===== config.mk =====
export PLATFORM = sky130hd
export DESIGN_NAME = lxa_8bit_adder
export DESIGN_NICKNAME = d
export VERILOG_FILES = /design/src/rtl/lxa_8bit_adder.sv
export SDC_FILE = /design/constraint.sdc
export NUM_CORES = 1
export LEC_CHECK = 0
export CAP_MARGIN = 10
export CORE_MARGIN = 1
export CORE_UTILIZATION = 37
export CTS_CLUSTER_DIAMETER = 100
export DETAILED_ROUTE_END_ITERATION = 10
export PLACE_DENSITY_LB_ADDON = 0.25
export SKIP_LAST_GASP = 1
export SYNTH_ARGS = -nofsm -noshare
export SYNTH_HDL_FRONTEND = slang
export SYNTH_SLANG_ARGS = --single-unit

===== constraint.sdc =====
create_clock -name clk -period 0.8 [get_ports clk]
set_clock_uncertainty 0.15 [all_clocks]
set_input_delay 0.16 -clock clk [delete_from_list [all_inputs] [get_ports clk]]
set_output_delay 0.16 -clock clk [all_outputs]
set_load 0.02 [all_outputs]

===== src/rtl/lxa_8bit_adder.sv =====
`default_nettype none
// ============================================================================
//  Module      : lxa_8bit_adder
//  Description : Registered lower-XOR approximate adder. The low APPROX_BITS
//                of the sum are a carry-free XOR; the upper part is an exact
//                add, seeded by the generate of the top approximate bit.
//  Revision    : 1.0  initial release
// ============================================================================
module lxa_8bit_adder #(
    parameter int WIDTH       = 8,
    parameter int APPROX_BITS = 4
) (
    input  logic             clk,
    input  logic             rst,
    input  logic             in_valid,
    input  logic [WIDTH-1:0] a,
    input  logic [WIDTH-1:0] b,
    output logic [WIDTH:0]   sum,
    output logic             out_valid,
    output logic             err
);

    localparam int K_BITS  = APPROX_BITS;
    localparam int UP_BITS = WIDTH - APPROX_BITS;

    generate
        if (APPROX_BITS < 1 || APPROX_BITS > WIDTH - 1) begin : g_bad_approx_bits
            $error("lxa_8bit_adder: APPROX_BITS must lie in 1..WIDTH-1");
        end
    endgenerate

    logic [K_BITS-1:0]  w_s_low;
    logic               w_carry;
    logic [UP_BITS:0]   w_s_up;
    logic [WIDTH:0]     w_s_approx;
    logic [WIDTH:0]     w_s_exact;
    logic               w_err_next;

    logic [WIDTH:0]     sum_d;
    logic [WIDTH:0]     sum_q;
    logic               err_d;
    logic               err_q;
    logic               out_valid_d;
    logic               out_valid_q;

    // The upper add is exact; only the carry chain across the low bits is cut,
    // with the top low bit's generate standing in for the lost carry.
    always_comb begin
        w_s_low    = a[K_BITS-1:0] ^ b[K_BITS-1:0];
        w_carry    = a[K_BITS-1] & b[K_BITS-1];
        w_s_up     = {1'b0, a[WIDTH-1:K_BITS]}
                   + {1'b0, b[WIDTH-1:K_BITS]}
                   + {{UP_BITS{1'b0}}, w_carry};
        w_s_approx = {w_s_up, w_s_low};
        w_s_exact  = {1'b0, a} + {1'b0, b};
        w_err_next = (w_s_approx != w_s_exact);
    end

    always_comb begin
        sum_d       = sum_q;
        err_d       = err_q;
        out_valid_d = in_valid;
        if (in_valid) begin
            sum_d = w_s_approx;
            err_d = w_err_next;
        end
    end

    always_ff @(posedge clk or posedge rst) begin
        if (rst) begin
            sum_q       <= '0;
            err_q       <= 1'b0;
            out_valid_q <= 1'b0;
        end else begin
            sum_q       <= sum_d;
            err_q       <= err_d;
            out_valid_q <= out_valid_d;
        end
    end

    assign sum       = sum_q;
    assign err       = err_q;
    assign out_valid = out_valid_q;

endmodule
`default_nettype wire


==> out/qor.csv <==
stage;metric;value;unit
clocking;cts_tree;done;
timing;finalHoldViolCount;0;
die;rows;15;
timing;tightest_slew;0.342;ns
timing;min_period;1.80;ns
detailed_routing;first_iter_violations;25;
timing;setup_viol;21;
worst_setup_path;critPathKind;in -> reg;
timing;rsz0062_at_grt;true;
worst_setup_path;cp-start-kind;input pin;
worst_setup_path;cpMostUsedCell;fa_2;
layout;area_growth;77.7;%
detailed_routing;drt_wl_total;2010;um
worst_setup_path;arrival;1.79;ns
worst_setup_path;cp_max_fo;2;
layout;seq_area;280;um2
worst_setup_path;crit_family;adder cells;
detailed_routing;wl_per_cell;13.8;um
detailed_routing;firstDrtPassIters;5;
synth;syn_nets;98;
run_status;violations;negative setup slack;
timing;slew_violations;0;
detailed_routing;post-route-drc-count;0;
clocking;cts-root-buf;clkbuf_4;
worst_setup_path;cp_slowest_cell;fa_2;
synth;postSynthSeqShare;0.374;
global_routing;grt_pass1_vias;740;
clocking;clk_pin_slew_worst_paths;0.07;ns
worst_setup_path;slowest_delay;0.47;ns
layout;antenna_cells;0;
die;initCoreUtil;0.408;
power_and_ir_drop;p_leak;0.615;nW
timing;slew_headroom;0.771;
die;die_y;46.6;um
synth;yosysWarnings;0;
synth;numSynthFlops;11;
run_status;outcome;finished, violations left;
flow_run;drv_cap;0;
worst_hold_path;hp-class;in -> async;
layout;nets;150;
synth;yosys_area;736;um2
layout;fin_util;0.726;
timing;setup_ws;-1.00;ns
power_and_ir_drop;power_density;1620;nW/um2
-- power breakdown --
part	switching [mW]	internal (mW)
sequential	0.0655	0.651
combinational	0.442	0.590
clock	0.181	0.193
total	0.688	1.43
-- Yosys cell counts (all sizes together) --
cell | number | area, um2
or4b | 1 | 10.0
a21oi | 5 | 25.0
nand2b | 2 | 12.5
a21o | 3 | 22.5
nor3 | 2 | 10.0
a41oi | 1 | 8.76
fa | 2 | 40.0
a31oi | 1 | 6.26
mux2 | 7 | 78.8
ha | 8 | 100
o21ai | 4 | 20.0
buf | 1 | 5.00
xnor2 | 4 | 35.0
inv | 6 | 22.5
a211oi | 1 | 7.51
nand3 | 2 | 10.0
dfrtp | 11 | 275
o211a | 1 | 10.0
a311oi | 1 | 8.76
xor2 | 1 | 8.76
nor2 | 5 | 18.8
-- layer usage --
layer  vias up  routed length [um]  GRT usage
met5         -                   0          0
met4         0                  12      0.118
li1        349                   -          -
met3         2                 101     0.0196
met2        33                1090      0.350
met1       344                 803      0.254
-- placed cells by master, fill, tap and decap left out, types with 4 or more instances in the layout --
cell type / Yosys / final
a21oi_2: 0 / 4
buf_2: 1 / 5
buf_4: 0 / 13
buf_6: 0 / 17
clkdlybuf4s50_1: 0 / 5
dfrtp_1: 11 / 7
dfrtp_2: 0 / 4
dlygate4sd2_1: 0 / 5
ha_1: 8 / 5
inv_2: 0 / 4
mux2_2: 7 / 4
nor2_1: 5 / 5
o21ai_0: 4 / 4
-- sequential cells by signal, indices dropped and copies added (netlist names) --
| name | flops |
|---|---|
| sum | 9 |
| err | 1 |
| out_valid | 1 |
-- cell type report --
cell class	instances	share of cell area
clock buffers	4	0.0201
repair buffers	48	0.335
multi-input cells	51	0.389
inverters	6	0.0172
flip-flops and latches	11	0.214
well taps	25	0.0239
-- cells by family (layout without fill, tap and decap cells) --
family,Yosys count,in the layout,synth area share
buffers and inverters,7,58,0.0374
XOR/XNOR,5,5,0.0595
adder cells (fa/ha/maj),10,10,0.190
AND-OR/OR-AND,17,17,0.148
multiplexers,7,7,0.107
AND/OR/NAND/NOR,12,12,0.0833
flip-flops,11,11,0.374
-- final timing paths --
path                             start  endpoint  slack, ns  depth (start not counted)
worst max register to register  sum[4]    sum[4]      -0.25                          2
min in group clk                  a[3]    sum[3]       0.20                          4
worst min-delay path               rst    sum[7]       0.03                          3
max in group asynchronous          rst    sum[0]       0.34                          3
worst min register to register  sum[6]    sum[6]       0.39                          1
worst max-delay path              b[3]       err       -1.0                          8
-- tightest hold or removal path, stage by stage --
cell and delay [ns]:
clkdlybuf4s50_1 0.39, inv_1 0.09, buf_12 0.14
-- through the flow --
stage	area, um2	hold WS [ns]	TNS (ns)	setup WS, ns	power (mW)
2_1_floorplan	788	-0.138	-5.44	-1.08	1.18
3_3_place_gp	1190	0.317	-16.12	-1.59	1.57
3_5_place_dp	1190	0.323	-16.45	-1.71	1.60
4_1_cts	1280	0.0268	-8.41	-1.01	2.08
5_1_grt	1310	0.0465	-8.87	-1.03	2.24
6_report	1310	0.0323	-8.30	-1.00	2.12
-- what timing repair did --
action                                  in CTS  in global routing
buffers inserted                             5                  4
pin swaps                                   12                  8
endpoints found under the setup margin      22                 21
cloned                                       1                  0
resized                                    110                  8
floorplan.png
The bar under the picture is 10 um long. Pins as bars on the die edge. Tap cells in grey.
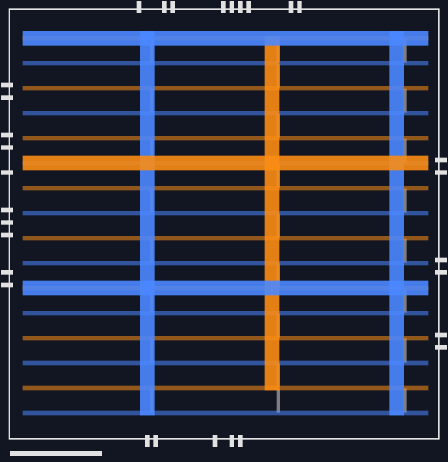
VDD -> orange
VSS -> blue
rows = 15
tap cells = 25
met4 straps = 3
signal pins = 30

class_map.png
The bar under the picture is 10 um long.
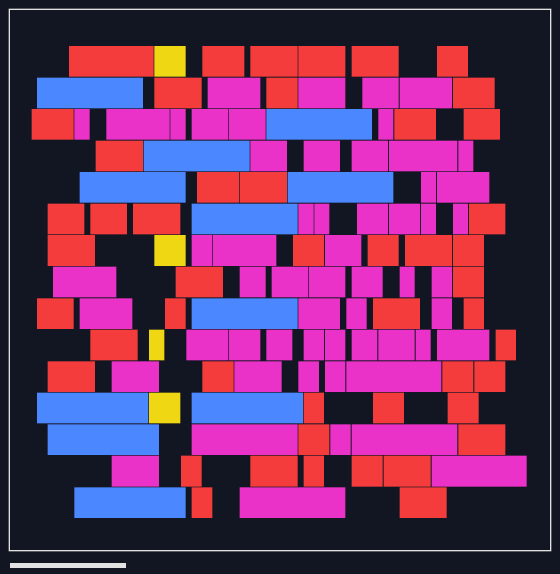
sequential cells -> blue  # cells 11
remaining buffers and delay cells -> red  # cells 48
clock drivers and dummy loads -> yellow  # cells 4
remaining logic cells -> magenta  # cells 57

clock_wires.png
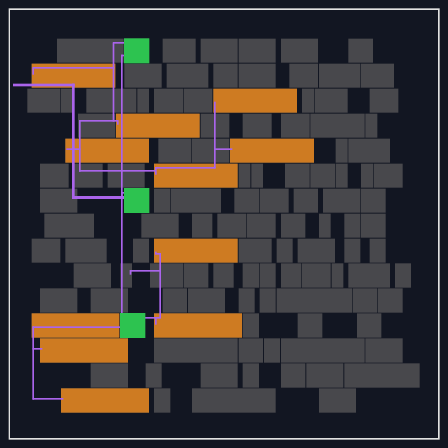
clock wires -> purple  # length 151 um
flip-flops -> orange  # count 11
clock-net drivers -> green  # count 3
routed clock nets = 4
Clk power: 0.374 mW
Worst-Skew Late Latency: 0.27 ns
Clock Power Share: 0.176

layers.png
The bar under the picture is 10 um long. Only two layers are drawn.
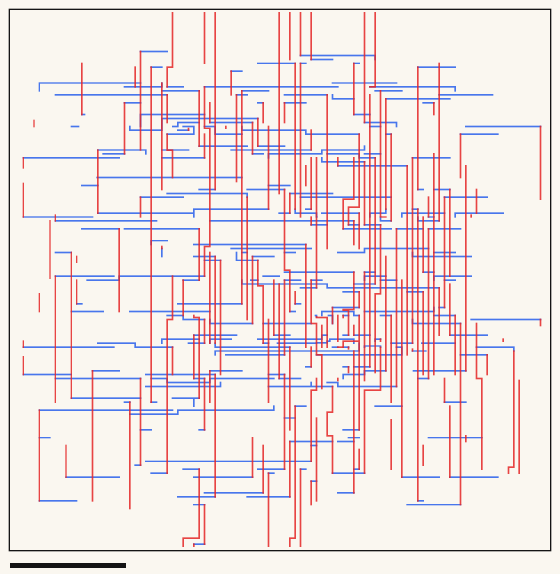
M2 -> red  # wire length 1090 um
M1 -> blue  # wire length 803 um

Power is estimated from default activity; no workload was simulated.
